--- src/rtl/line_scaler.sv ---
// rtl/line_scaler.sv - ping-pong line buffer scaler replaying lines SCALE_Y times and pixels SCALE_X times
// Optional scanline dimming on the last vertical repetition: define LINE_SCALER_SCANLINE_EN.
module line_scaler #(
    parameter int R_W      = 3,
    parameter int G_W      = 3,
    parameter int B_W      = 2,
    parameter int H_PIXELS = 256,
    parameter int SCALE_X  = 2,
    parameter int SCALE_Y  = 2
) (
    input  logic           masterclk,
    input  logic           rst_n,
    input  logic           in_pix_en,
    input  logic           in_valid,
    input  logic [R_W-1:0] in_r,
    input  logic [G_W-1:0] in_g,
    input  logic [B_W-1:0] in_b,
    input  logic           out_pix_en,
    input  logic           out_line_start,
    input  logic           out_hactive,
    output logic [R_W-1:0] out_r,
    output logic [G_W-1:0] out_g,
    output logic [B_W-1:0] out_b,
    output logic           out_de,
    output logic           underrun,
    output logic           overrun
);
    localparam int PW = R_W + G_W + B_W;
    localparam int AW = $clog2(H_PIXELS);
    localparam logic [AW:0]   WR_LIMIT = (AW+1)'(H_PIXELS);
    localparam logic [AW-1:0] RD_LAST  = AW'(H_PIXELS - 1);
    localparam logic [2:0]    X_LAST   = 3'(SCALE_X - 1);
    localparam logic [2:0]    Y_LAST   = 3'(SCALE_Y - 1);

    logic          wr_bank_q, wr_bank_d;
    logic          rd_bank_q, rd_bank_d;
    logic          line_ready_q, line_ready_d;
    logic [AW:0]   wr_addr_q, wr_addr_d;
    logic [AW-1:0] rd_addr_q, rd_addr_d;
    logic [2:0]    x_rep_q, x_rep_d;
    logic [2:0]    y_rep_q, y_rep_d;
    logic          in_valid_prev_q, in_valid_prev_d;
    logic          shown_q, shown_d;
    logic          out_de_q, out_de_d;
    logic          underrun_q, underrun_d;
    logic          overrun_q, overrun_d;
`ifdef LINE_SCALER_SCANLINE_EN
    logic          dim_q, dim_d;
`endif

    logic [PW-1:0] mem [0:2*H_PIXELS-1];
    logic [PW-1:0] rd_word_q;
    logic          wr_en, rd_en, line_end, take_line;
    logic [AW:0]   wr_index, rd_index;

    always_comb begin
        wr_index = {1'b0, wr_addr_q[AW-1:0]};
        if (wr_bank_q) wr_index = WR_LIMIT + {1'b0, wr_addr_q[AW-1:0]};
        rd_index = {1'b0, rd_addr_q};
        if (rd_bank_q) rd_index = WR_LIMIT + {1'b0, rd_addr_q};
    end

    always_comb begin
        wr_en     = in_pix_en && in_valid && (wr_addr_q < WR_LIMIT);
        line_end  = in_pix_en && !in_valid && in_valid_prev_q;
        take_line = out_line_start && (y_rep_q == 3'd0) && (line_ready_q || line_end);
        rd_en     = out_pix_en && out_hactive;

        wr_bank_d       = wr_bank_q;
        rd_bank_d       = rd_bank_q;
        line_ready_d    = line_ready_q;
        wr_addr_d       = wr_addr_q;
        rd_addr_d       = rd_addr_q;
        x_rep_d         = x_rep_q;
        y_rep_d         = y_rep_q;
        in_valid_prev_d = in_valid_prev_q;
        shown_d         = shown_q;
        out_de_d        = out_de_q;
        underrun_d      = 1'b0;
        overrun_d       = overrun_q;
`ifdef LINE_SCALER_SCANLINE_EN
        dim_d           = dim_q;
`endif

        if (in_pix_en) in_valid_prev_d = in_valid;
        if (wr_en) wr_addr_d = wr_addr_q + (AW+1)'(1);
        if (in_pix_en && in_valid && (wr_addr_q >= WR_LIMIT)) overrun_d = 1'b1;
        if (line_end) begin
            wr_bank_d    = ~wr_bank_q;
            line_ready_d = 1'b1;
            wr_addr_d    = '0;
        end

        if (out_line_start) begin
            if (take_line) begin
                // a line finishing this very cycle is newer than any waiting one
                rd_bank_d    = line_end ? wr_bank_q : ~wr_bank_q;
                line_ready_d = 1'b0;
                shown_d      = 1'b1;
            end else if (y_rep_q == 3'd0) begin
                underrun_d = 1'b1;
            end
            rd_addr_d = '0;
            x_rep_d   = 3'd0;
            y_rep_d   = (y_rep_q == Y_LAST) ? 3'd0 : y_rep_q + 3'd1;
        end else if (rd_en) begin
            if (x_rep_q == X_LAST) begin
                x_rep_d = 3'd0;
                if (rd_addr_q != RD_LAST) rd_addr_d = rd_addr_q + AW'(1);
            end else begin
                x_rep_d = x_rep_q + 3'd1;
            end
        end

        if (out_pix_en) begin
            out_de_d = out_hactive && shown_q;
`ifdef LINE_SCALER_SCANLINE_EN
            // y_rep has already advanced past the repetition on screen, so 0 marks the last one
            dim_d = (SCALE_Y > 1) && (y_rep_q == 3'd0);
`endif
        end
    end

    always_ff @(posedge masterclk or negedge rst_n) begin
        if (!rst_n) begin
            wr_bank_q       <= 1'b0;
            rd_bank_q       <= 1'b1;
            line_ready_q    <= 1'b0;
            wr_addr_q       <= '0;
            rd_addr_q       <= '0;
            x_rep_q         <= 3'd0;
            y_rep_q         <= 3'd0;
            in_valid_prev_q <= 1'b0;
            shown_q         <= 1'b0;
            out_de_q        <= 1'b0;
            underrun_q      <= 1'b0;
            overrun_q       <= 1'b0;
`ifdef LINE_SCALER_SCANLINE_EN
            dim_q           <= 1'b0;
`endif
        end else begin
            wr_bank_q       <= wr_bank_d;
            rd_bank_q       <= rd_bank_d;
            line_ready_q    <= line_ready_d;
            wr_addr_q       <= wr_addr_d;
            rd_addr_q       <= rd_addr_d;
            x_rep_q         <= x_rep_d;
            y_rep_q         <= y_rep_d;
            in_valid_prev_q <= in_valid_prev_d;
            shown_q         <= shown_d;
            out_de_q        <= out_de_d;
            underrun_q      <= underrun_d;
            overrun_q       <= overrun_d;
`ifdef LINE_SCALER_SCANLINE_EN
            dim_q           <= dim_d;
`endif
        end
    end

    // Line buffers: one write port, one registered read port, no reset.
    always_ff @(posedge masterclk) begin
        if (wr_en) mem[wr_index] <= {in_r, in_g, in_b};
        if (rd_en) rd_word_q <= mem[rd_index];
    end

`ifdef LINE_SCALER_SCANLINE_EN
    assign out_r = !out_de_q ? '0 : dim_q ? (rd_word_q[PW-1 -: R_W] >> 1) : rd_word_q[PW-1 -: R_W];
    assign out_g = !out_de_q ? '0 : dim_q ? (rd_word_q[G_W+B_W-1 -: G_W] >> 1) : rd_word_q[G_W+B_W-1 -: G_W];
    assign out_b = !out_de_q ? '0 : dim_q ? (rd_word_q[B_W-1:0] >> 1) : rd_word_q[B_W-1:0];
`else
    assign out_r = out_de_q ? rd_word_q[PW-1 -: R_W] : '0;
    assign out_g = out_de_q ? rd_word_q[G_W+B_W-1 -: G_W] : '0;
    assign out_b = out_de_q ? rd_word_q[B_W-1:0] : '0;
`endif
    assign out_de   = out_de_q;
    assign underrun = underrun_q;
    assign overrun  = overrun_q;

endmodule

--- config.mk ---
export PLATFORM = sky130hd
export DESIGN_NAME = line_scaler
export DESIGN_NICKNAME = d
export VERILOG_FILES = /design/src/rtl/line_scaler.sv
export SDC_FILE = /design/constraint.sdc
export NUM_CORES = 2
export LEC_CHECK = 0
export CORE_ASPECT_RATIO = 0.75
export CORE_MARGIN = 10
export CORE_UTILIZATION = 60
export CTS_BUF_LIST = sky130_fd_sc_hd__clkbuf_4 sky130_fd_sc_hd__clkbuf_8
export CTS_CLUSTER_DIAMETER = 60
export DETAILED_ROUTE_END_ITERATION = 16
export PLACE_DENSITY = 0.78
export SETUP_SLACK_MARGIN = 0.15
export SLEW_MARGIN = 0
export SYNTH_ARGS = -nofsm -noshare
export SYNTH_HDL_FRONTEND = slang
export SYNTH_SLANG_ARGS = --single-unit
--- constraint.sdc ---
create_clock -name masterclk -period 3.4 [get_ports masterclk]
set_input_delay 1.02 -clock masterclk [delete_from_list [all_inputs] [get_ports masterclk]]
set_output_delay 1.02 -clock masterclk [all_outputs]
set_load 0.005 [all_outputs]
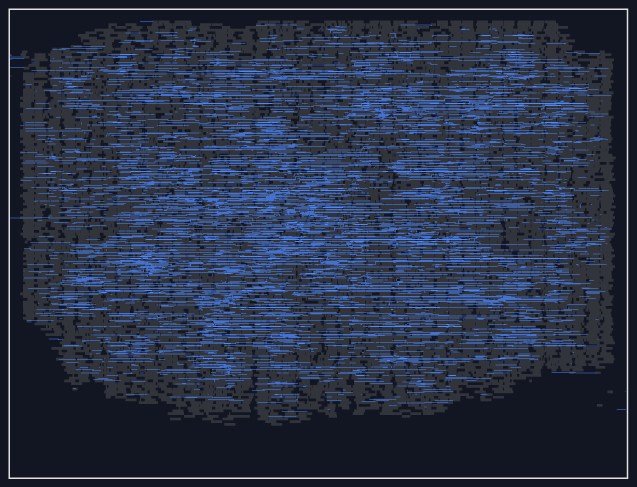
Fig. 1. Signal wires on met3.
(1 px per µm)
nets with wire on the layer: 1611
share of all routed wire: 15%
longest straight run: 248 µm
main direction: horizontal
vias after detailed routing: 89500
total detailed-routing wirelength: 447000 µm
met3 demand-to-capacity share in global routing: 10.1%

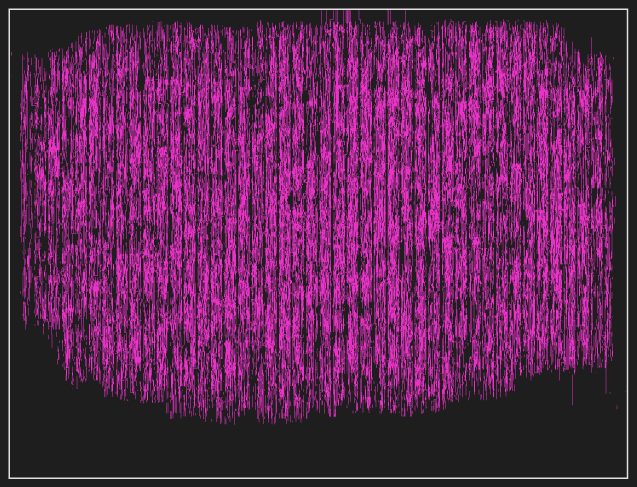
Fig. 2. The metal 2 layer.
(1 px per µm)
nets with wire on the layer: 8514
longest straight run: 136 µm
main direction: vertical
share of all routed wire: 45%
routing usage on met2: 44.5%

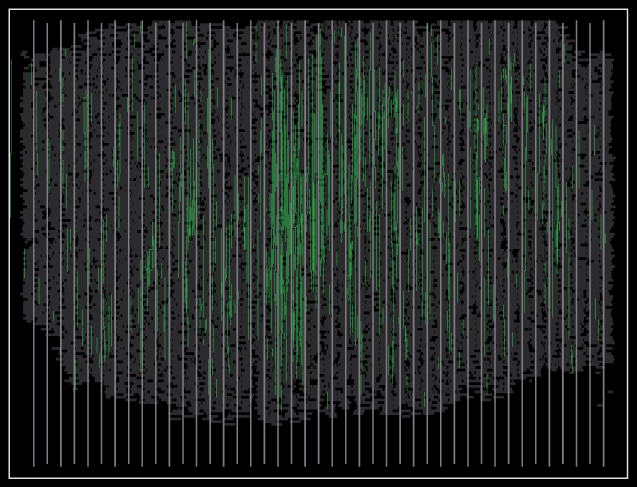
Fig. 3. M4 wires.
(1 px per µm) Supply wires on this layer in gray.
main direction: vertical
longest straight run: 230 µm
share of all routed wire: 4.9%
wire length on this layer: 21.7 mm
nets with wire on the layer: 305

==> results.env <==
OUTCOME='complete, but fails checks'
FAILED_CHECKS='negative setup slack'
DETAIL_ROUTE.VIAS_PER_CELL=6.75
FINAL_LAYOUT_SIZE_SUFFIX_GT1_SHARE_PCT=37.1
SYNTHTOPCELLSBYAREA='edfxtp_1 77%, mux4_2 12%, mux2i_1 2.1%'
CTS-ROOT-TO-SINK-BUFFERS=4
NON_CLOCK_BUFFER_COUNT=1531
FINAL_CORE_UTIL_PCT=71.3
RELSLEWSLACK_PCT=26.2
TRITONCTS_NUM_SINKS=4135
TAPS=3569
CRIT_PATH_MAX_INCR_DELAY_NS=0.55
CRITICAL_PATH_DEPTH=11
SYNTHADDERAREAFRAC_PCT=0.0391
POWER.NET_SWITCHING_W=0.0215
TOTAL_POWER_W=0.0984
CLOCKBUFFERCOUNT=837
YS_SH_SIMPLE_PCT=2.30
WL_MET3_UM=69200
P_INT_W=0.0770
FINALSETUPVIOLCOUNT=7
GRT_PASS1_VIAS=89500
CTS-ROOT-BUF='clkbuf_8'
LAYOUT.CELLS.LARGEST_CLASS='sequential cells'
DETAILEDROUTE.FIRSTITERATIONVIOLATIONS=15100
LAYOUT_SETUP_WS_NS=-0.320
CRIT_TYPE='flop to flop'
ROUTE.MET2.WL_UM=201000
WORST_R2R_ENDPOINT='rd_word_q[2]'
POST-SYNTH-TOP-AREA-CELL='edfxtp_1'
SYNTHESIS.AREA_UM2=160000
ROUTE.ANTENNA.REMAINING_NETS=0
POWER.SHARE.COMBINATIONAL_PCT=4.2
CRITPATHMAXFANOUT=10
R2R_SLACK_NS=-0.32
GLOBAL_ROUTE.USAGE.TOTAL_PCT=30.4
TIGHTESTPINTRANSITION_NS=1.08
DETAIL_ROUTE.WL_PER_CELL_UM=33.7
SYNTH.MUX.AREA_FRACTION_PCT=15.0
SYN_AVG_CELL_AREA_UM2=21.0
FP_UTIL_PCT=60.2
GR-USAGE-MET1_PCT=42.4
SETUP.WORST_PATH.END_CLASS='flop'
VDD.IR_DROP.WORST_mV=0.667
IOPINCOUNT=26
DRT-PASS1-ITER-COUNT=7
POSTPLACECELLAREA_UM2=175000
CORE_REGION_AREA_UM2=266000
FP.DIEH_UM=467
COUNT_OF_SEQUENTIAL_STANDARD_CELLS=4135
POWER.LEAKAGE_nW=60.3
TIMING.HOLD.WORST.CLASS='primary input to flop'
CRITPATHARRIVALTIME_NS=4.52
FINALHOLDWORSTSLACK_NS=0.275
FINALMAXSLEWVIOLATIONS=0
AOI_OAI_FAMILY_SHARE_OF_THE_SYNTHESIZED_AREA_PCT=3.57
STAGE_LOG_WARNINGS=51
DP_WORST_SETUP_SLACK_NS=-0.991
NETS=9277
REQUIRED_NS=4.20
CP_SLOWEST_CELL='or4_4'
SYNTHCELLS=7631
DETAILEDPLACEMENTHPWL_UM=274000
NUM-NONCLK-INVERTERS=8
POWER.SHARE.CLOCK_PCT=38.6
FINAL-NONCLK-BUF-SHARE_PCT=7.93
SYNTHARSTFLOPSHARE_PCT=0.750
POST-PLACE-CELLS=12100
COMBGATEAREA_UM2=34900
NUMSYNTHFLOPS=4135
CLOCK.LATENCY.LATE_PIN_NS=1.08
PLACEMENT_ROWS=164
EDF_COUNT=4104
TOP_SIGNAL_LAYER_USED='met5'
[cells in the final DEF (no fill, tap or decap), types with 114 or more instances in the layout]
| master | netlist | final |
|---|---|---|
| edfxtp_1 | 4104 | 4104 |
| buf_4 | 52 | 1237 |
| mux4_2 | 856 | 856 |
| clkbuf_8 | 0 | 612 |
| nor2_1 | 577 | 569 |
| mux2i_1 | 344 | 336 |
| a22oi_1 | 269 | 238 |
| clkbuf_4 | 0 | 225 |
| buf_12 | 0 | 177 |
| clkinv_1 | 0 | 114 |
[what timing repair did]
item	CTS	global route
gates cloned	21	4
buffers inserted	68	54
resized	205	113
pin swaps	48	43
setup endpoints to repair	16	8
endpoints found under the hold margin	14	0
hold buffers	1	0
[flip-flops by register name, summed over array words and instances (netlist names)]
signal           count
rd_addr_q            8
line_ready_q         1
rd_word_q            8
shown_q              1
overrun              1
wr_bank_q            1
y_rep_q              3
underrun             1
x_rep_q              3
rd_bank_q            1
wr_addr_q            9
in_valid_prev_q      1
out_de               1
mem               4096
[how the worst min path moves through the flow]
stage	slack, ns	depth (start not counted)	to	from
final	0.28	1	mem[258][4]	in_g[2]
after global placement	0.45	1	overrun	overrun
after global routing	0.26	1	mem[258][4]	in_g[2]
after detailed placement	0.46	1	shown_q	shown_q
after CTS	0.20	1	mem[398][4]	in_g[2]
after floorplan	0.44	1	shown_q	shown_q
[power by group through the flow]
stage	combinational, W	clock [W]	sequential, W
after CTS	0.00390	0.0380	0.0563
after global placement	0.00354	0	0.0574
after detailed placement	0.00367	0	0.0574
final	0.00412	0.0380	0.0563
after global routing	0.00422	0.0403	0.0563
after floorplan	0.00137	0	0.0573
